==> config.mk <==
export PLATFORM = sky130hd
export DESIGN_NAME = wbs_router
export DESIGN_NICKNAME = d
export VERILOG_FILES = /design/src/rtl/wbs_router.sv
export SDC_FILE = /design/constraint.sdc
export NUM_CORES = 1
export LEC_CHECK = 0
export CORE_ASPECT_RATIO = 1.1
export CORE_UTILIZATION = 42
export DETAILED_ROUTE_END_ITERATION = 16
export HOLD_SLACK_MARGIN = 0.03
export PLACE_DENSITY = 0.86
export SETUP_SLACK_MARGIN = 0.15
export SYNTH_ARGS = -nofsm -noshare
export SYNTH_HDL_FRONTEND = slang
export SYNTH_SLANG_ARGS = --single-unit
export TNS_END_PERCENT = 50
==> constraint.sdc <==
create_clock -name clk -period 6.1 [get_ports clk]
set_clock_uncertainty 0.2 [all_clocks]
set_input_delay 0.61 -clock clk [delete_from_list [all_inputs] [get_ports clk]]
set_output_delay 0.61 -clock clk [all_outputs]
set_load 0.01 [all_outputs]
==> src/rtl/wbs_router.sv <==
// wbs_router: single-master to multi-slave Wishbone router.
// Decodes the arbitrated address against per-slave inclusive ranges (lowest
// index wins). It forwards a one-cycle strobe with the address rebased into the
// slave's window, and returns ack/data. An unmapped address, a slave error or a
// silent slave is reported upstream as a one-cycle bus error.
module wbs_router #(
  parameter int NUM_SLAVES = 4,
  parameter logic [NUM_SLAVES*16-1:0] SLAVE_ADDR = {16'h3000, 16'h2000, 16'h1000, 16'h0000},
  parameter logic [NUM_SLAVES*16-1:0] SLAVE_HIGH = {16'h3fff, 16'h2fff, 16'h1fff, 16'h0fff},
  parameter int TIMEOUT = 1000,
  parameter int TO_BITS = 10
) (
  input  logic                     clk,
  input  logic                     reset,
  input  logic                     wbm_cyc_i,
  input  logic                     wbm_stb_i,
  input  logic                     wbm_we_i,
  input  logic [15:0]              wbm_adr_i,
  input  logic [15:0]              wbm_dat_i,
  output logic [15:0]              wbm_dat_o,
  output logic                     wbm_ack_o,
  output logic                     wbm_err_o,
  output logic [NUM_SLAVES-1:0]    wbs_cyc_o,
  output logic [NUM_SLAVES-1:0]    wbs_stb_o,
  output logic                     wbs_we_o,
  output logic [15:0]              wbs_adr_o,
  output logic [15:0]              wbs_dat_o,
  input  logic [NUM_SLAVES*16-1:0] wbs_dat_i,
  input  logic [NUM_SLAVES-1:0]    wbs_ack_i,
  input  logic [NUM_SLAVES-1:0]    wbs_err_i
);

  localparam int SEL_W = (NUM_SLAVES > 1) ? $clog2(NUM_SLAVES) : 1;
  localparam logic [TO_BITS-1:0] TO_LIMIT = TO_BITS'(TIMEOUT);

  typedef enum logic {IDLE, WAIT} state_t;

  state_t               state_reg;
  logic [SEL_W-1:0]     sel_reg;
  logic [TO_BITS-1:0]   count_reg;

  logic [NUM_SLAVES-1:0] match;
  logic                  hit;
  logic [SEL_W-1:0]      hit_idx;
  logic [15:0]           hit_base;
  logic                  sel_ack;
  logic                  sel_err;
  logic [15:0]           sel_dat;

  // Per-slave inclusive range comparison on the incoming address.
  generate
    for (genvar gi = 0; gi < NUM_SLAVES; gi++) begin : g_match
      assign match[gi] = (wbm_adr_i >= SLAVE_ADDR[16*gi +: 16]) &&
                         (wbm_adr_i <= SLAVE_HIGH[16*gi +: 16]);
    end
  endgenerate

  // Priority pick: scanning downward lets the lowest matching index overwrite.
  always_comb begin
    hit      = 1'b0;
    hit_idx  = '0;
    hit_base = '0;
    for (int n = NUM_SLAVES - 1; n >= 0; n--) begin
      if (match[n]) begin
        hit      = 1'b1;
        hit_idx  = SEL_W'(n);
        hit_base = SLAVE_ADDR[16*n +: 16];
      end
    end
  end

  // Only the selected slave's response lines are visible to the FSM.
  always_comb begin
    sel_ack = wbs_ack_i[sel_reg];
    sel_err = wbs_err_i[sel_reg];
    sel_dat = wbs_dat_i[16*sel_reg +: 16];
  end

  // Request/response FSM with fully registered outputs.
  always_ff @(posedge clk) begin
    if (reset) begin
      state_reg <= IDLE;
      sel_reg   <= '0;
      count_reg <= '0;
      wbs_cyc_o <= '0;
      wbs_stb_o <= '0;
      wbs_we_o  <= 1'b0;
      wbs_adr_o <= '0;
      wbs_dat_o <= '0;
      wbm_dat_o <= '0;
      wbm_ack_o <= 1'b0;
      wbm_err_o <= 1'b0;
    end else begin
      // Strobe and completion flags are single-cycle pulses by default.
      wbs_cyc_o <= '0;
      wbs_stb_o <= '0;
      wbm_ack_o <= 1'b0;
      wbm_err_o <= 1'b0;
      case (state_reg)
        IDLE: begin
          if (wbm_cyc_i && wbm_stb_i) begin
            wbs_we_o  <= wbm_we_i;
            wbs_dat_o <= wbm_dat_i;
            if (hit) begin
              wbs_cyc_o <= NUM_SLAVES'(1) << hit_idx;
              wbs_stb_o <= NUM_SLAVES'(1) << hit_idx;
              wbs_adr_o <= wbm_adr_i - hit_base;
              sel_reg   <= hit_idx;
              count_reg <= '0;
              state_reg <= WAIT;
            end else begin
              // Nothing decodes: keep the raw address and fail immediately.
              wbs_adr_o <= wbm_adr_i;
              wbm_err_o <= 1'b1;
            end
          end
        end
        WAIT: begin
          // A real response beats the timeout; err beats ack.
          if (sel_err) begin
            wbm_err_o <= 1'b1;
            state_reg <= IDLE;
          end else if (sel_ack) begin
            wbm_dat_o <= sel_dat;
            wbm_ack_o <= 1'b1;
            state_reg <= IDLE;
          end else if (count_reg == TO_LIMIT) begin
            wbm_err_o <= 1'b1;
            state_reg <= IDLE;
          end else begin
            count_reg <= count_reg + 1'b1;
          end
        end
        default: state_reg <= IDLE;
      endcase
    end
  end

endmodule
==> Slide: Implementation Results <==
Implementation Results

Timing
  – Period minus WS final: approximately 2.9 ns
  – Slew Limit Fails: 0
  – Final Cycle Share: 0.476

Global routing
  – Largest net degree at the start of global routing: 59
  – Met1 Track Usage GR: 0.253
  – GR Layer Usage met2: 0.417
  – First-pass GRT wire length: 14000 um

Drt
  – Final WL: 8730 um
  – Post-route ant nets: 0
  – Residual DRC: 0

CTS
  – CTS tree: built
  – Post-CTS Setup Repair Bufs: 0

Status
  – Status: finished, final reports clean

Final layout
  – Leading registers by flop count: wbm_dat_o: 16 flops, wbs_adr_o: 16 flops, wbs_dat_o: 16 flops
  – FILL cells: 561
  – Synth-to-layout area growth: 61.2%
  – ANT cells: 0

Power
  – Clock power frac: 0.400
  – Comb power: about 0.16 mW
  – Power density over the cells: a little over 200 mW/mm^2

Critical path
  – CP max stage delay: between 0.8 and 0.9 ns
  – R2r startpoint: sel_reg[1]$_SDFFE_PP0P_

Hold path
  – HP Start: wbs_dat_o[5]$_SDFFE_PP0P_
  – Cells on Worst Hold Path: 2

Placement
  – DP HPWL: about 6400 um

Floorplan
  – Row count: 32
  – Ports: 168

Synth
  – Netlist cell types: 38
  – Sequential element share of the synthesized area: 0.442
  – Mapped cell area: 0.00308 mm^2
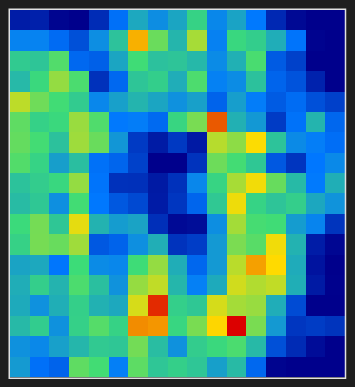
Fig. 1. Signal metal coverage by tile.
Drawn at 4 px/um. The die is cut into 17 by 18 equal tiles; dark blue is low, red is high, scaled to the fullest tile. Values are wire area over tile area, all layers added.
nearly empty tiles: 7.5%
fullest tile: 0.52
tiles over half the peak: 24%

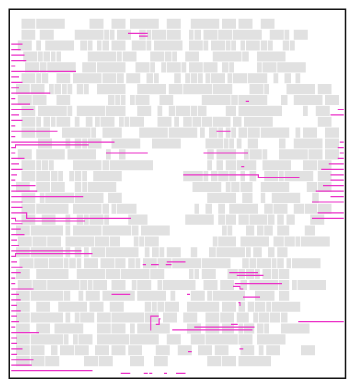
Fig. 2. Met3 routing.
Drawn at 4 px/um.
longest straight run: 26.0 um
nets with wire on the layer: 97
wire length on this layer: 548 um
share of all routed wire: 6.3%

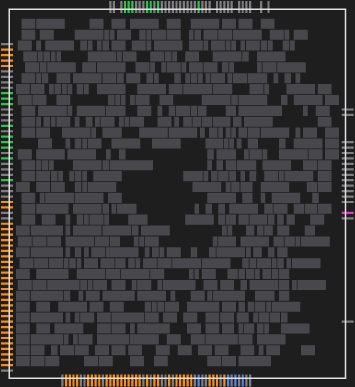
Fig. 3. I/O pins on the die edge.
Drawn at 4 px/um. Pins as bars across the die edge, other pins in gray.
[orange] `wbs_dat_i` | pins: 64 | direction: input | edge: 33 left, 31 bottom
[green] `wbs_dat_o` | pins: 16 | direction: output | edge: 9 left, 7 top
[blue] `wbs_ack_i` | pins: 4 | direction: input | edge: bottom
[magenta] `wbm_stb_i` | pins: 1 | direction: input | edge: right
Die Wd: 83.7 um
Die Y: 91.9 um

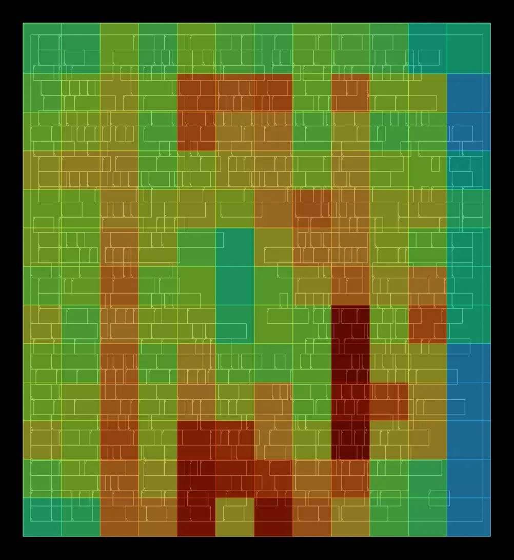
Fig. 4. Track usage over the die.
total track usage: 0.230
global routing usage on met3: 0.0549
Most Crowded Layer GR: met2

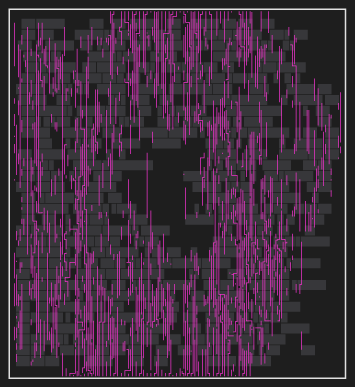
Fig. 5. M2 wires.
Drawn at 4 px/um.
longest straight run: 56.8 um
wire length on this layer: 4560 um
nets with wire on the layer: 521
main direction: vertical
share of all routed wire: 52%

Power figures rest on the tool's default switching activity, not on a simulated workload.
